Fig. 1: PDN straps and rails
Pins as bars on the die edge.
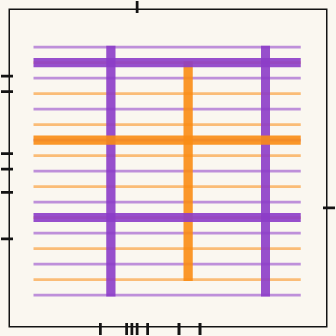
Fig. 2: cell classes on the final placement
The bar under the picture is 20 µm long.
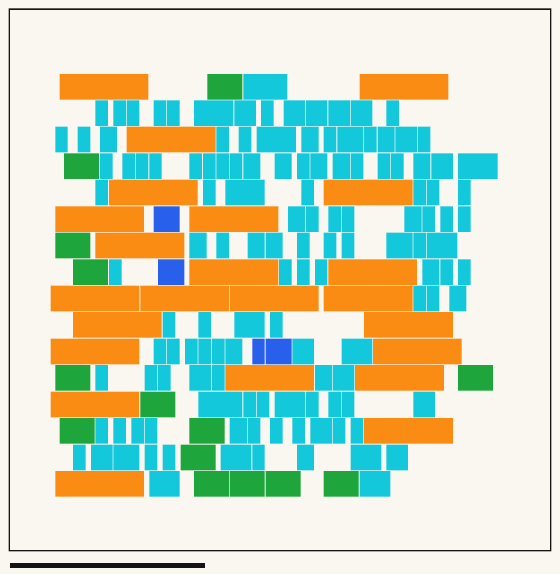
--- src/rtl/debounce_edge.sv ---
// Input conditioner: synchronizer chain plus debounce FSM producing a clean level,
// one-cycle rise/fall strobes and a wrapping count of accepted rising edges.
module debounce_edge #(
   parameter int SYNC_STAGES = 2,
   parameter int DB_CYCLES   = 4,
   parameter int CNT_W       = 8,
   parameter int EVT_W       = 8
) (
   input  logic             Clk,
   input  logic             Reset,
   input  logic             Din,
   output logic             Dout,
   output logic             Rise,
   output logic             Fall,
   output logic             Busy,
   output logic [EVT_W-1:0] Evt_Count
);

   typedef enum logic [1:0] {
      STABLE_LO = 2'd0,
      CHK_HI    = 2'd1,
      STABLE_HI = 2'd2,
      CHK_LO    = 2'd3
   } state_t;

   localparam logic [CNT_W-1:0] CNT_LAST = CNT_W'(DB_CYCLES - 1);
   localparam logic [CNT_W-1:0] CNT_ONE  = CNT_W'(1);

   logic [SYNC_STAGES-1:0] sync_q, sync_d;
   state_t                 state_q, state_d;
   logic [CNT_W-1:0]       cnt_q, cnt_d;
   logic [EVT_W-1:0]       evt_q, evt_d;
   logic                   rise_q, rise_d;
   logic                   fall_q, fall_d;
   logic                   dout_q, dout_d;
   logic                   busy_q, busy_d;
   logic                   s;

   assign s = sync_q[SYNC_STAGES-1];

   always_comb begin
      sync_d  = {sync_q[SYNC_STAGES-2:0], Din};
      state_d = state_q;
      cnt_d   = cnt_q;
      evt_d   = evt_q;
      rise_d  = 1'b0;
      fall_d  = 1'b0;
      case (state_q)
         STABLE_LO: begin
            if (s) begin
               if (DB_CYCLES == 1) begin
                  state_d = STABLE_HI;
                  rise_d  = 1'b1;
                  evt_d   = evt_q + 1'b1;
               end else begin
                  state_d = CHK_HI;
                  cnt_d   = CNT_ONE;
               end
            end
         end
         CHK_HI: begin
            if (!s) begin
               state_d = STABLE_LO;
               cnt_d   = '0;
            end else if (cnt_q == CNT_LAST) begin
               state_d = STABLE_HI;
               cnt_d   = '0;
               rise_d  = 1'b1;
               evt_d   = evt_q + 1'b1;
            end else begin
               cnt_d = cnt_q + 1'b1;
            end
         end
         STABLE_HI: begin
            if (!s) begin
               if (DB_CYCLES == 1) begin
                  state_d = STABLE_LO;
                  fall_d  = 1'b1;
               end else begin
                  state_d = CHK_LO;
                  cnt_d   = CNT_ONE;
               end
            end
         end
         CHK_LO: begin
            if (s) begin
               state_d = STABLE_HI;
               cnt_d   = '0;
            end else if (cnt_q == CNT_LAST) begin
               state_d = STABLE_LO;
               cnt_d   = '0;
               fall_d  = 1'b1;
            end else begin
               cnt_d = cnt_q + 1'b1;
            end
         end
         default: begin
            state_d = STABLE_LO;
            cnt_d   = '0;
         end
      endcase
      // Level and busy are decoded from the next state so they land in flops.
      dout_d = (state_d == STABLE_HI) || (state_d == CHK_LO);
      busy_d = (state_d == CHK_HI) || (state_d == CHK_LO);
   end

   always_ff @(posedge Clk or posedge Reset) begin
      if (Reset) begin
         sync_q  <= '0;
         state_q <= STABLE_LO;
         cnt_q   <= '0;
         evt_q   <= '0;
         rise_q  <= 1'b0;
         fall_q  <= 1'b0;
         dout_q  <= 1'b0;
         busy_q  <= 1'b0;
      end else begin
         sync_q  <= sync_d;
         state_q <= state_d;
         cnt_q   <= cnt_d;
         evt_q   <= evt_d;
         rise_q  <= rise_d;
         fall_q  <= fall_d;
         dout_q  <= dout_d;
         busy_q  <= busy_d;
      end
   end

   assign Dout      = dout_q;
   assign Rise      = rise_q;
   assign Fall      = fall_q;
   assign Busy      = busy_q;
   assign Evt_Count = evt_q;

endmodule

--- config.mk ---
export PLATFORM = sky130hd
export DESIGN_NAME = debounce_edge
export DESIGN_NICKNAME = d
export VERILOG_FILES = /design/src/rtl/debounce_edge.sv
export SDC_FILE = /design/constraint.sdc
export NUM_CORES = 1
export LEC_CHECK = 0
export ABC_AREA = 1
export CAP_MARGIN = 20
export CORE_MARGIN = 4
export CORE_UTILIZATION = 55
export DETAILED_ROUTE_END_ITERATION = 8
export PLACE_DENSITY = 0.81
export SLEW_MARGIN = 0
export SYNTH_ARGS = -nofsm -noshare
export SYNTH_HDL_FRONTEND = slang
export SYNTH_SLANG_ARGS = --single-unit
--- constraint.sdc ---
create_clock -name Clk -period 4.09 [get_ports Clk]
set_clock_uncertainty 0.1 [all_clocks]
set_input_delay 1.227 -clock Clk [delete_from_list [all_inputs] [get_ports Clk]]
set_output_delay 1.227 -clock Clk [all_outputs]
set_load 0.005 [all_outputs]
==> results.txt <==
Implementation run completed; key figures follow.

Run status:
- The flow ran to the end, and the final reports show no timing, DRC or antenna violations.

Power:
- The clock network consumes a total of ~0.11 mW.
- In this run the static leakage power is 0.704 nW.
- The run puts the total chip power at 0.602 mW.
- The run gives the largest power group as sequential cells.
- The flow reports power dissipated in sequential cells as about 0.3 mW.
- The run puts the proportion of total power due to net switching at 36.9%.

Finish:
- By area, registers come first.
- The top cell type in the final layout, fill and taps aside, is sky130_fd_sc_hd__nand2_1.
- The run puts the sequential cell count at 23.
- The flow measured a signed area growth from synthesis to layout of 14.9%.
- The run puts the multi-input combinational cell count at 107.
- The run puts the final non-filler cell total at 199.
- Per the layout area report, the sequential fraction of cell area is 40.4%.
- The run gives the final design instance area without fill as 0.00143 mm².
- The run puts the count of plain and timing-repair buffers in the layout at 14.
- The run puts the clock-cell share of area at under 10%.
- The run puts the fraction of the core area covered by cells at the end of the flow at 69.8%.
- Non-clock buffering takes up 9.83% of total cell area after layout.

Global route:
- The run gives the global route total overflow as 0.
- The run puts the initial antenna violation count at 0.
- The run gives the met1 capacity usage during global routing as 21.6%.

Floorplanning:
- The run puts the core footprint at 0.00204 mm².
- According to the tapcell log, the count of inserted taps is 27.
- The run puts the overall chip area at 0.00308 mm².
- The run gives the initial core utilization as 60.7%.

STA:
- The run gives the period utilization as between 60% and 70%.
- The run puts the transition time of the tightest slew-check pin at 0.834 ns.
- The run puts the post-layout minimum cycle time at 2.63 ns.
- The run puts the worst hold slack across all endpoints at 0.269 ns.
- For reference, the final report shows the max-slew violation count at 0.
- Timing would allow up to 381 MHz.
- For the final routed database, the setup TNS stands at 0 ns.

Min path:
- Note that the worst hold path type here is flip-flop to flip-flop.
- The run puts the number of cells on the worst hold path at 0.
- In this run the most critical hold path is launched from sync_q[0]$_DFF_PP0_.

Drt:
- The run puts the sum of met2 wire segment lengths after detailed routing at 1290 µm.
- The run puts the total DRC errors in the routed layout at 0.
- The run gives the highest routing layer actually used as met4.
- The run puts the met1 wire length at 1100 µm.
- The run puts the per-cell via count in the routed design at 5.36.
- The detail route stage leaves a number of antenna-violating nets equal to 0.

Setup path:
- In this run the critical register-to-register path is captured at Evt_Count[6]$_DFFE_PP0P_.
- The signal on the critical path passes through clkdlybuf4s50_1.
- The run gives the first element of the critical path as Evt_Count[0]$_DFFE_PP0P_.
- The timing report gives the worst reg2reg path a setup slack of 2.15 ns.
- The worst setup path is launched from a flip-flop.
- By startpoint and endpoint, the worst setup path is classified as flip-flop to output port.

Synthesis:
- The run puts the fraction of synthesized cell area in xor and xnor cells at under 10%.
- The run gives the async set-or-reset flop fraction in the synthesized netlist as 100%.
- After synthesis the cells add up to 0.00124 mm².
- The run gives the synthesized area per cell as 8.00 µm².
- The run gives the post-synthesis cell type with the largest instance count as sky130_fd_sc_hd__nand2_1.
- The synthesized netlist was found by Yosys to have 155 cells.
- The run gives the synthesized netlist net count as 160.
- The run puts the adder-cell share of the synthesized area at 2.02%.
- The run gives the synthesis warning total as 0.

CTS:
- The run gives the H-tree depth as 1.
- The run gives the post-CTS resize count as 0.

Placed design:
- The run puts the placement-stage cell area at between 0.001 and 0.0015 mm².
- According to the dpl log, the detail-placed design has an HPWL of about 1900 µm.
- The run puts the number of input and output port buffers inserted at 14.
Back to the opening pictures, Fig. 1:
Key: VSS = purple; VDD = orange
3 straps on met5. 15 signal pins sit on the boundary. 3 straps on met4. The core has 16 rows.

Back to the opening pictures, Fig. 2:
Key: combinational and other logic = cyan [cells 131, share of their area 47%]; other buffers and delay cells = green [cells 14, share of their area 10%]; clock drivers and dummy loads = blue [cells 4, share of their area 1.9%]; flops = orange [cells 23, share of their area 41%]

Power is estimated from default activity; no workload was simulated.
